`config.mk`:
```
export PLATFORM = sky130hd
export DESIGN_NAME = demux_1_n_stream
export DESIGN_NICKNAME = d
export VERILOG_FILES = /design/src/rtl/demux_1_n_stream.sv
export SDC_FILE = /design/constraint.sdc
export NUM_CORES = 1
export LEC_CHECK = 0
export ABC_CLOCK_PERIOD_IN_PS = 3640
export CAP_MARGIN = 20
export CORE_UTILIZATION = 40
export DETAILED_ROUTE_END_ITERATION = 10
export GPL_ROUTABILITY_DRIVEN = 0
export PLACE_DENSITY = 0.71
export SLEW_MARGIN = 5
export SYNTH_ARGS = -nofsm -noshare
export SYNTH_HDL_FRONTEND = slang
export SYNTH_SLANG_ARGS = --single-unit
```
`constraint.sdc`:
```
create_clock -name Clock_In -period 3.64 [get_ports Clock_In]
set_input_delay 1.092 -clock Clock_In [delete_from_list [all_inputs] [get_ports Clock_In]]
set_output_delay 1.092 -clock Clock_In [all_outputs]
set_load 0.1 [all_outputs]
```
`src/rtl/demux_1_n_stream.sv`:
```
// Registered 1:N stream demultiplexer with per-channel one-entry output registers.
// Optional per-channel saturating beat counters are built when DEMUX_BEAT_COUNT_EN is defined.
module demux_1_n_stream #(
    parameter int NUM_CH = 32,
    parameter int DATA_W = 8,
    parameter int CNT_W  = 16,
    localparam int SEL_W = $clog2(NUM_CH)
) (
    input  logic                     Clock_In,
    input  logic                     Reset_In,
    input  logic                     Enable_In,
    input  logic                     Valid_In,
    output logic                     Ready_Out,
    input  logic [DATA_W-1:0]        Data_In,
    input  logic [SEL_W-1:0]         Select_In,
    output logic [NUM_CH-1:0]        Valid_Out,
    input  logic [NUM_CH-1:0]        Ready_In,
    output logic [NUM_CH*DATA_W-1:0] Data_Out,
    output logic                     Error_Out,
    input  logic [SEL_W-1:0]         Count_Select_In,
    output logic [CNT_W-1:0]         Count_Out
);

    logic [NUM_CH-1:0]        sel_oh;
    logic                     sel_in_range;
    logic                     accept;
    logic [NUM_CH-1:0]        vld_p1;
    logic [NUM_CH*DATA_W-1:0] data_p1;
    logic                     err_p1;

    // An out-of-range select decodes to no channel, so it can never be blocked.
    always_comb begin
        sel_oh = '0;
        for (int k = 0; k < NUM_CH; k++) begin
            sel_oh[k] = (int'(Select_In) == k);
        end
    end

    assign sel_in_range = (int'(Select_In) < NUM_CH);
    assign Ready_Out    = !Reset_In && Enable_In && !(|(sel_oh & vld_p1 & ~Ready_In));
    assign accept       = Valid_In && Ready_Out;

    // Stage p1: channel output registers
    always_ff @(posedge Clock_In) begin
        if (Reset_In) begin
            vld_p1  <= '0;
            data_p1 <= '0;
            err_p1  <= 1'b0;
        end else begin
            for (int k = 0; k < NUM_CH; k++) begin
                if (accept && sel_oh[k]) begin
                    vld_p1[k]                   <= 1'b1;
                    data_p1[k*DATA_W +: DATA_W] <= Data_In;
                end else if (Ready_In[k]) begin
                    vld_p1[k] <= 1'b0;
                end
            end
            err_p1 <= accept && !sel_in_range;
        end
    end

    assign Valid_Out = vld_p1;
    assign Data_Out  = data_p1;
    assign Error_Out = err_p1;

`ifdef DEMUX_BEAT_COUNT_EN
    function automatic logic [CNT_W-1:0] sat_inc(input logic [CNT_W-1:0] v);
        return (&v) ? v : v + 1'b1;
    endfunction

    logic [CNT_W-1:0] cnt_p1 [NUM_CH];
    logic [CNT_W-1:0] cnt_mux;
    logic [CNT_W-1:0] count_p2;

    always_ff @(posedge Clock_In) begin
        if (Reset_In) begin
            for (int k = 0; k < NUM_CH; k++) cnt_p1[k] <= '0;
        end else begin
            for (int k = 0; k < NUM_CH; k++) begin
                if (accept && sel_oh[k]) cnt_p1[k] <= sat_inc(cnt_p1[k]);
            end
        end
    end

    always_comb begin
        cnt_mux = '0;
        for (int k = 0; k < NUM_CH; k++) begin
            if (int'(Count_Select_In) == k) cnt_mux = cnt_p1[k];
        end
    end

    // Stage p2: registered counter readout
    always_ff @(posedge Clock_In) begin
        if (Reset_In) count_p2 <= '0;
        else          count_p2 <= cnt_mux;
    end

    assign Count_Out = count_p2;
`else
    logic unused_count_sel;
    assign unused_count_sel = ^Count_Select_In;
    assign Count_Out        = '0;
`endif

endmodule

```
==> impl_metrics.csv <==
group,metric,value,unit
timing,finalSetupViolations,1,
setup_path,criticalPathCategory,"input port to output port",
timing,grt_setup_unrepaired,"yes",
final_layout,utilization,58.5,%
outcome,violations,"setup timing",
timing,max_freq,0.260,GHz
final_layout,finalNonFillerCells,1968,
timing,fin_ws,-0.206,ns
clock_network,cts_tree,"built",
die,die_area,0.0292,mm²
timing,fin_crit,3.85,ns
logic_synthesis,simple_gate_area_share,21.4,%
die,initCoreUtil,40.8,%
setup_path,r2r-start,"Valid_Out[4]",
global_route,grt.total_usage,25.7,%
clock_network,cts_num_sinks,288,
logic_synthesis,ys_seq_share,50.5,%
outcome,status,"finished with violations",
final_layout,drive_above_1_share,31.2,%
power,clkPwrFrac,47.6,%
setup_path,crit_buf_inv,4,
setup_path,r2r-end,"Data_Out[35]",
detailed_routing,wl_met3,3490,µm
==> layout by cell type, fill, tap and decap left out, drive strengths merged, types with 8 or more instances in the layout <==
cell,synthesis,final
nand2,14,14
clkdlybuf4s50,0,34
nand3,79,79
nor2,87,87
a21oi,90,90
conb,1,17
and3,9,9
dfxtp,288,288
o21ai,139,139
mux2i,122,122
nand3b,85,85
clkbuf,67,43
nand2b,76,76
buf,61,404
dlygate4sd2,0,8
nor2b,12,12
==> sequential cells by signal, summed over array words and instances, names as in the netlist <==
register,cells
Valid_Out,32
Data_Out,256
==> what timing repair did <==
action                                  4_1_cts  5_1_grt
endpoints found under the setup margin        1        1
resized                                      58        1
endpoints found under the hold margin         0        0
setup buffers                                 9        2
pin swaps                                    13        3
cloned                                        2        0
==> final cells by class <==
cell class              count  area share (%)
repair buffers            448            23.3
multi-input cells         790            31.8
inverters                   6           0.138
well taps                 378            2.89
clock inverters            15            1.28
diodes                      1          0.0153
flip-flops and latches    288            35.3
clock buffers              42            5.37
==> worst min path at each step <==
stage / start / endpoint / depth (start not counted)
after global routing: Data_Out[174] / Data_Out[174] / 2
after floorplan: Valid_Out[23] / Valid_Out[23] / 2
after detailed placement: Data_Out[116] / Data_Out[116] / 2
after CTS: Data_Out[116] / Data_Out[116] / 2
after global placement: Data_Out[209] / Data_Out[209] / 2
final: Data_Out[113] / Data_Out[113] / 2
==> power groups by stage <==
| stage | sequential [W] | combinational (W) | clock [W] |
|---|---|---|---|
| 2_1_floorplan | 0.00328 | 0.000276 | 0 |
| 5_1_grt | 0.00316 | 0.000529 | 0.00352 |
| 3_3_place_gp | 0.00323 | 0.000489 | 0 |
| 6_report | 0.00316 | 0.000507 | 0.00333 |
| 4_1_cts | 0.00316 | 0.000503 | 0.00339 |
| 3_5_place_dp | 0.00323 | 0.000489 | 0 |
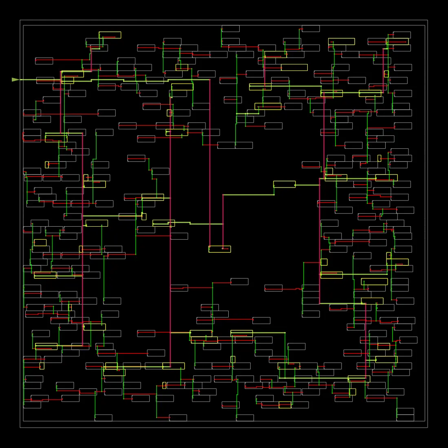
clocks.png
Inserted Clock Buffers: 31
worst skew pair latency: 0.56 ns
Flop Count: 288

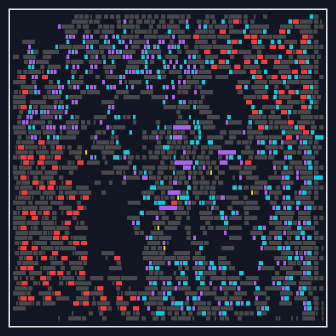
logic_types.png
Yellow marks inv cells, cells 6, where middle. Cyan marks nand cells, cells 262, where all over the die. Red marks mux cells, cells 122, where all over the die. Purple marks aoi and oai cells, cells 240, where all over the die.

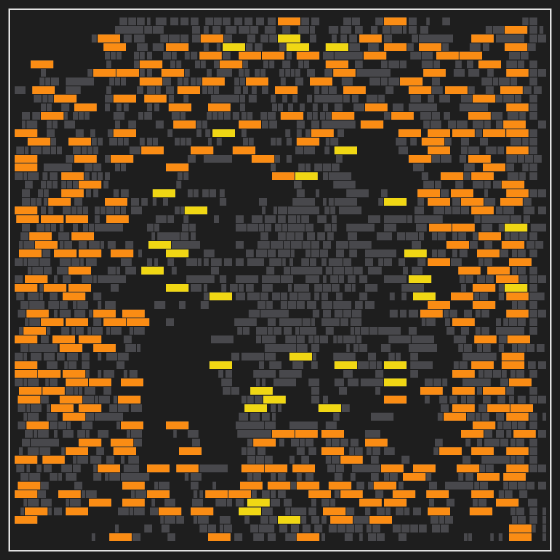
flops_by_reg.png
Other cells in gray.
Orange marks Data_Out, flops 256, where all over the die. Yellow marks Valid_Out, flops 32.

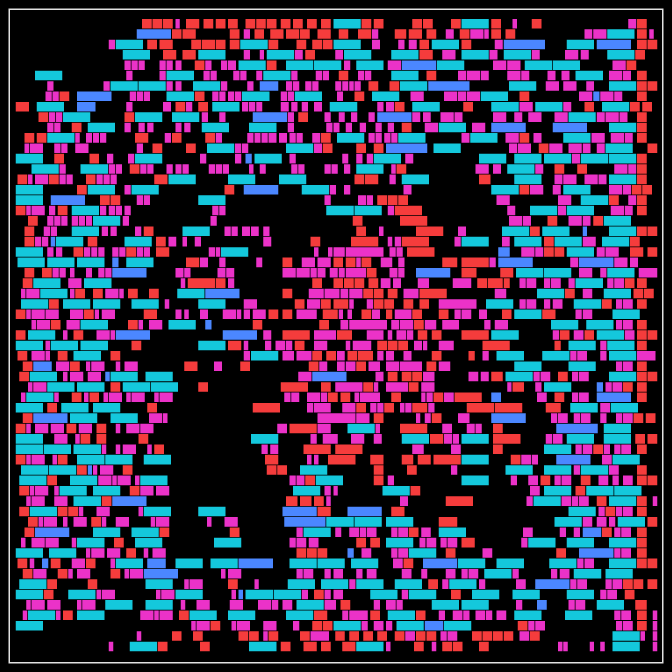
placement_by_type.png
Magenta marks combinational and other logic, cells 796, share of their area 33%. Blue marks clock drivers and dummy loads, cells 57, share of their area 6.8%. Red marks remaining buffers and delay cells, cells 448, share of their area 24%. Cyan marks sequential cells, cells 288, share of their area 36%.

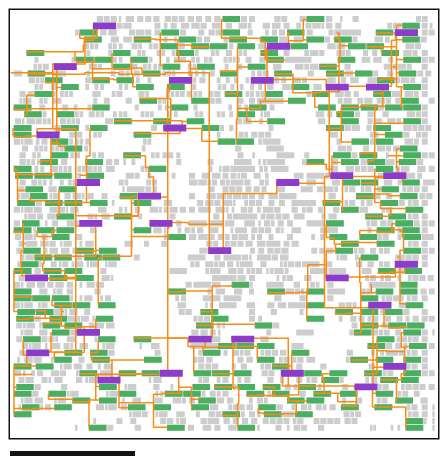
clk_routes.png
Bar = 50 µm.
Purple marks clock drivers, count 31. Orange marks clock wires, length 3,610 µm. Green marks flip-flops, count 288.
There are 32 routed clock nets.

No activity file was given, so power comes from the tool's default toggle rates.
